**Power grid**

(3 px per µm) Pins as bars on the die edge. Tap cells in gray.
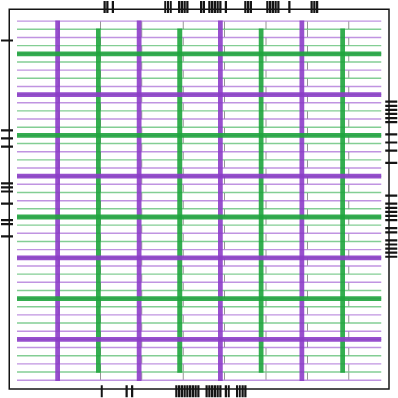
**Signal wires by layer**

(3 px per µm)
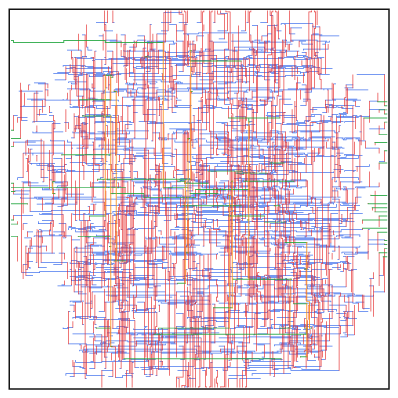
**Metal 2**

(2 px per µm)
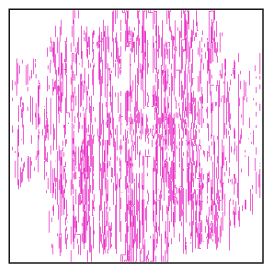
## config.mk

```make
export PLATFORM = sky130hd
export DESIGN_NAME = tft_spi_decoder
export DESIGN_NICKNAME = d
export VERILOG_FILES = /design/src/rtl/tft_spi_decoder.sv
export SDC_FILE = /design/constraint.sdc
export NUM_CORES = 1
export LEC_CHECK = 0
export CELL_PAD_IN_SITES_DETAIL_PLACEMENT = 1
export CELL_PAD_IN_SITES_GLOBAL_PLACEMENT = 1
export CORE_MARGIN = 2
export CORE_UTILIZATION = 43
export CTS_BUF_LIST = sky130_fd_sc_hd__clkbuf_4
export DETAILED_ROUTE_END_ITERATION = 8
export GPL_ROUTABILITY_DRIVEN = 0
export HOLD_SLACK_MARGIN = 0.15
export PLACE_DENSITY = 0.78
export SLEW_MARGIN = 5
export SYNTH_ARGS = -nofsm -noshare
export SYNTH_HDL_FRONTEND = slang
export SYNTH_SLANG_ARGS = --single-unit
export TNS_END_PERCENT = 10
```

## constraint.sdc

```tcl
create_clock -name clk -period 2.1 [get_ports clk]
set_clock_uncertainty 0.2 [all_clocks]
set_input_delay 0.315 -clock clk [delete_from_list [all_inputs] [get_ports clk]]
set_output_delay 0.315 -clock clk [all_outputs]
set_load 0.02 [all_outputs]
```

## src/rtl/tft_spi_decoder.sv

```systemverilog
// tft_spi_decoder: passive 4-wire TFT SPI receiver decoding CASET/PASET/RAMWR into pixel strobes.
// Define TFT_SPI_DECODER_STATS_EN to add saturating cmd_count/pix_count outputs.
module tft_spi_decoder #(
  parameter int SYNC_STAGES = 2,
  parameter int COORD_W     = 9
) (
  input  logic               clk,
  input  logic               rst,
  input  logic               spi_clk,
  input  logic               spi_mosi,
  input  logic               spi_dc,
  input  logic               spi_cs,
  output logic               byte_valid,
  output logic [7:0]         byte_data,
  output logic               byte_dc,
  output logic               pix_valid,
  output logic [COORD_W-1:0] pix_x,
  output logic [COORD_W-1:0] pix_y,
  output logic [15:0]        pix_color,
  output logic [COORD_W-1:0] win_x0,
  output logic [COORD_W-1:0] win_x1,
  output logic [COORD_W-1:0] win_y0,
  output logic [COORD_W-1:0] win_y1,
  output logic               unk_cmd
`ifdef TFT_SPI_DECODER_STATS_EN
  ,
  output logic [15:0]        cmd_count,
  output logic [23:0]        pix_count
`endif
);
  typedef enum logic [2:0] {S_CMD, S_CASET, S_PASET, S_RAMWR, S_SKIP} state_t;
  logic [SYNC_STAGES-1:0] r_sck_s, r_mosi_s, r_dc_s, r_cs_s;
  logic w_sck, w_mosi, w_dc, w_cs;
  logic r_sck_d, r_rise, r_cs_hi, r_mosi, r_dc, r_done, r_done_dc;
  logic [7:0] r_shift;
  logic [2:0] r_bcnt;
  state_t r_state, w_next;
  logic [2:0] r_pcnt;
  logic [23:0] r_p;
  logic [7:0] r_hi;
  logic r_lo;
  logic [COORD_W-1:0] r_cur_x, r_cur_y, w_p01, w_p23;
  logic w_cmd, w_param, w_hi, w_pix;
  assign w_sck  = r_sck_s[SYNC_STAGES-1];
  assign w_mosi = r_mosi_s[SYNC_STAGES-1];
  assign w_dc   = r_dc_s[SYNC_STAGES-1];
  assign w_cs   = r_cs_s[SYNC_STAGES-1];
  assign w_p01  = COORD_W'(r_p[23:8]);
  assign w_p23  = COORD_W'({r_p[7:0], byte_data});
  // Edge detect is registered along with MOSI/DC so data and strobe stay aligned.
  always_ff @(posedge clk) begin
    if (!rst) begin
      r_sck_s    <= '0;
      r_mosi_s   <= '0;
      r_dc_s     <= '0;
      r_cs_s     <= '1;
      r_sck_d    <= 1'b0;
      r_rise     <= 1'b0;
      r_cs_hi    <= 1'b1;
      r_mosi     <= 1'b0;
      r_dc       <= 1'b0;
      r_shift    <= '0;
      r_bcnt     <= '0;
      r_done     <= 1'b0;
      r_done_dc  <= 1'b0;
      byte_valid <= 1'b0;
      byte_data  <= '0;
      byte_dc    <= 1'b0;
    end else begin
      r_sck_s    <= {r_sck_s[SYNC_STAGES-2:0], spi_clk};
      r_mosi_s   <= {r_mosi_s[SYNC_STAGES-2:0], spi_mosi};
      r_dc_s     <= {r_dc_s[SYNC_STAGES-2:0], spi_dc};
      r_cs_s     <= {r_cs_s[SYNC_STAGES-2:0], spi_cs};
      r_sck_d    <= w_sck;
      r_rise     <= w_sck & ~r_sck_d & ~w_cs;
      r_cs_hi    <= w_cs;
      r_mosi     <= w_mosi;
      r_dc       <= w_dc;
      r_done     <= 1'b0;
      if (r_cs_hi)
        r_bcnt <= '0;
      else if (r_rise) begin
        r_shift   <= {r_shift[6:0], r_mosi};
        r_bcnt    <= r_bcnt + 1'b1;
        r_done    <= (r_bcnt == 3'd7);
        r_done_dc <= r_dc;
      end
      byte_valid <= r_done;
      if (r_done) begin
        byte_data <= r_shift;
        byte_dc   <= r_done_dc;
      end
    end
  end
  always_ff @(posedge clk) r_state <= !rst ? S_CMD : w_next;
  always_comb begin
    w_next = r_state;
    if (byte_valid && !byte_dc)
      w_next = byte_data == 8'h2A ? S_CASET :
               byte_data == 8'h2B ? S_PASET :
               byte_data == 8'h2C ? S_RAMWR : S_SKIP;
  end
  always_comb begin
    w_cmd   = byte_valid & ~byte_dc;
    w_param = byte_valid & byte_dc & (r_state == S_CASET || r_state == S_PASET) & (r_pcnt != 3'd4);
    w_hi    = byte_valid & byte_dc & (r_state == S_RAMWR) & ~r_lo;
    w_pix   = byte_valid & byte_dc & (r_state == S_RAMWR) & r_lo;
  end
  always_ff @(posedge clk) begin
    if (!rst) begin
      pix_valid <= 1'b0;
      pix_x     <= '0;
      pix_y     <= '0;
      pix_color <= '0;
      win_x0    <= '0;
      win_x1    <= COORD_W'(239);
      win_y0    <= '0;
      win_y1    <= COORD_W'(319);
      unk_cmd   <= 1'b0;
      r_pcnt    <= '0;
      r_p       <= '0;
      r_hi      <= '0;
      r_lo      <= 1'b0;
      r_cur_x   <= '0;
      r_cur_y   <= '0;
    end else begin
      pix_valid <= 1'b0;
      unk_cmd   <= w_cmd & (w_next == S_SKIP);
      if (w_cmd) begin
        r_pcnt  <= '0;
        r_lo    <= 1'b0;
        r_cur_x <= win_x0;
        r_cur_y <= win_y0;
      end
      if (w_param) begin
        r_pcnt <= r_pcnt + 1'b1;
        r_p    <= {r_p[15:0], byte_data};
      end
      if (w_param && r_pcnt == 3'd3 && r_state == S_CASET) begin
        win_x0 <= w_p01;
        win_x1 <= w_p23;
      end
      if (w_param && r_pcnt == 3'd3 && r_state == S_PASET) begin
        win_y0 <= w_p01;
        win_y1 <= w_p23;
      end
      if (w_hi) begin
        r_hi <= byte_data;
        r_lo <= 1'b1;
      end
      // Wrap tests are equality only, so an inverted window runs modulo 2^COORD_W.
      if (w_pix) begin
        r_lo      <= 1'b0;
        pix_valid <= 1'b1;
        pix_x     <= r_cur_x;
        pix_y     <= r_cur_y;
        pix_color <= {r_hi, byte_data};
        r_cur_x   <= (r_cur_x == win_x1) ? win_x0 : r_cur_x + 1'b1;
        if (r_cur_x == win_x1)
          r_cur_y <= (r_cur_y == win_y1) ? win_y0 : r_cur_y + 1'b1;
      end
    end
  end
`ifdef TFT_SPI_DECODER_STATS_EN
  always_ff @(posedge clk) begin
    if (!rst) begin
      cmd_count <= '0;
      pix_count <= '0;
    end else begin
      if (w_cmd && cmd_count != '1)
        cmd_count <= cmd_count + 1'b1;
      if (pix_valid && pix_count != '1)
        pix_count <= pix_count + 1'b1;
    end
  end
`endif
endmodule

```

==> out/metrics.yaml <==
core_mm2: 0.01453
holdCritPathClass: "reg -> reg"
syn_area_mm2: 0.006412
cp_cell_sequence: "xor2_1, nor4_2, nand4_1, buf_4, mux2i_1, a211oi_1"
drive_gt1_share_pct: 12.73
grt_max_degree: 56
vdd.ir_drop.worst_mv: 0.3916
power.total_uw: 4962
top_cell: "dfxtp_1"
status: "finished clean"
highest-signal-layer: "met4"
num_rows: 44
cellLeakagePower_uw: 0.003628
relSlewSlack_pct: 53.89
drt-met1-wl_um: 7875
antenna_found_initial: 0
synth_flop_count: 158
place.detailed.hpwl_um: 13270
syn_inst: 696
drt_iter0_markers: 284
first_pass_iters: 4
crit_path_end_kind: "flip-flop"
clockRootBuffer: "clkbuf_4"
edf_count: 0
postRouteAntennaNets: 0
io_pins: 88
htree_num_levels: 4
place_inst: 964
port-buffer-count: 87
largest_area_cell: "dfxtp_1"
initial_core_util_pct: 44.12
power_per_cell_area_mw_per_mm2: 618.8
ys_types: 55
synth-async-reset-ratio_pct: 0
area_leaders: "dfxtp_1 (49%), mux2i_1 (12%), nand2_1 (6.8%)"
wl_met2_um: 9187
ys_chip_area_mm2: 0.006412
finalCritPeriodShare_pct: 97.59
critPathMaxStageDelay_ns: 0.34
synth_warnings: 0
cts_sinks: 158
warnings: 28
drcViolationCount: 0
fmax_ghz: 0.4879
via_per_inst: 5.310
overflow: 0
worst_slew_pin_slew_ns: 0.6902
worstPathMaxFanout: 8
setup_viol: 0
chip_area_mm2: 0.01591
grt_pass1_wl_um: 29600
final_cells: 1001
first_global_vias: 5632
period_minus_slack_ns: 2.049
area_delta_synth_final_pct: 25.05
synthFlopType: "dfxtp_1"
slowest_stage: "dfxtp_1"
final.setup.tns_ns: 0
met3WireLength_um: 650
final_max_slew_viol_count: 0
nNetsFinal: 817
setup_ws_ns: 0.05051
synthTopCellsByCount: "dfxtp_1 (158), nand2_1 (117), mux2i_1 (80)"
worstPathArrival_ns: 2.32
worstPathRequired_ns: 2.37
cts_tree: "yes"
hold_viol: 0
avgSynthCellArea_um2: 9.213
maxCapViolations: 0
clk_latency_ns: 0.56
yosys_cells: 696
fp_nets: 709
diodes: 0
cts_max_path_buffers: 2
criticalPathCategory: "reg -> reg"
place_ws_ns: 0.03001
cts_made_buffers: 17
synth-seq-area-share_pct: 49.33
critPathLaunchType: "flip-flop"
yosysTopAreaCellShare_pct: 49.33
grt_setup_unrepaired: "yes"
clk_pin_slew_ns: 0.12
## Picture notes: 'power grid'
| color | net |
|---|---|
| purple | VSS |
| green | VDD |
rows: 44
met5 straps: 8
met1 rails: 45
tap cells: 184
Die X: 126.1 µm
chip height: 126.1 µm

## Picture notes: 'signal wires by layer'
| color | layer | wire length |
|---|---|---|
| red | metal 2 | 9190 µm |
| green | metal 3 | 651 µm |
| orange | metal 4 | 557 µm |
| blue | metal 1 | 7880 µm |
DR vias: 5315
Post-Route WL: 18270 µm
GR Util All Layers: 23.51%
Avg WL per Cell: 18.25 µm

## Picture notes: 'metal 2'
longest straight run: 65.3 µm
nets with wire on the layer: 740
wire length on this layer: 9190 µm
grt met2 use: 41.18%

-- cells by family after synthesis --
| kind of cell | after synthesis | synth area share (%) |
|---|---|---|
| buf+inv | 61 | 4.214 |
| xor+xnor | 29 | 4.195 |
| flops | 158 | 49.33 |
| fa+ha+maj | 7 | 1.366 |
| mux | 81 | 12.66 |
| compound gates | 92 | 8.937 |
| simple gates | 268 | 19.30 |
-- stage by stage --
step / hold slack (ns) / utilization [%] / instance area, µm²
global route: 0.2130 / 55.17 / 8019
floorplan: 0.1726 / - / 6412
finish: 0.2124 / 55.17 / 8019
CTS: 0.2087 / 54.81 / 7966
detailed placement: 0.1996 / 52.79 / 7672
global placement: 0.1860 / 52.79 / 7672
-- what timing repair did --
item | 4_1_cts | 5_1_grt
setup buffers | 0 | 1
hold buffers | 4 | 0
hold endpoints to repair | 4 | 0
gates resized | 49 | 19
setup endpoints to repair | 47 | 21
pin swaps | 1 | 2
-- registers in the layout (all words and copies together), names as in the netlist, 3 cells and up --
name	cells
byte_data	8
pix_color	16
pix_x	9
pix_y	9
r_bcnt	3
r_cur_x	9
r_cur_y	9
r_hi	8
r_p	17
r_pcnt	3
r_shift	8
r_state	3
win_x0	9
win_x1	9
win_y0	9
win_y1	9
-- power breakdown --
group          leakage [µW]  internal (µW)  switching (µW)
clock              0.000154            816            1050
sequential          0.00128           3010            2.60
combinational       0.00220           33.9            54.1
-- worst max-delay path: cells and delay by family (launching register included) --
family | cells | cell delay, ns
muxes | 1 | 0.13
and+or+nand+nor | 2 | 0.59
buffers and inverters | 1 | 0.28
xor gates and xnor gates | 1 | 0.17
AOI/OAI and AO/OA | 1 | 0.26
DFF | 1 | 0.34
-- cell usage in the layout (no fill, tap or decap), drive strengths merged, types with 15 or more instances in the layout --
cell           netlist  routed
a21oi               55      55
dfxtp              158     158
mux2i               80      80
dlygate4sd2          0      43
nand2              117     117
clkdlybuf4s50        0      34
clkbuf              28      18
xnor2               19      19
nor2                74      74
and3                15      15
buf                 24      50
-- worst paths after layout --
path         startpoint         end  slack [ns]  depth (start not counted)
max          r_cur_y[3]  r_cur_y[3]        0.05                          6
min reg2reg     r_sck_d      r_rise        0.21                          1
min             r_sck_d      r_rise        0.21                          1
max reg2reg  r_cur_y[3]  r_cur_y[3]        0.05                          6
-- final cells by class --
class                   count  area (µm²)
fillers                  1698        6515
multi-input cells         477        3015
clock buffers              18       135.1
well taps                 184       230.2
clock inverters            14       150.1
repair buffers            141        1282
inverters                   9       33.78
flip-flops and latches    158        3172
-- per-layer routing --
layer  vias up  track usage (%)
li1       2573                -
met1      2596            28.41
met2       107            41.18
met3        39            4.078
met4         0            10.02
met5         -                0
Power and IR drop assume default switching activity.
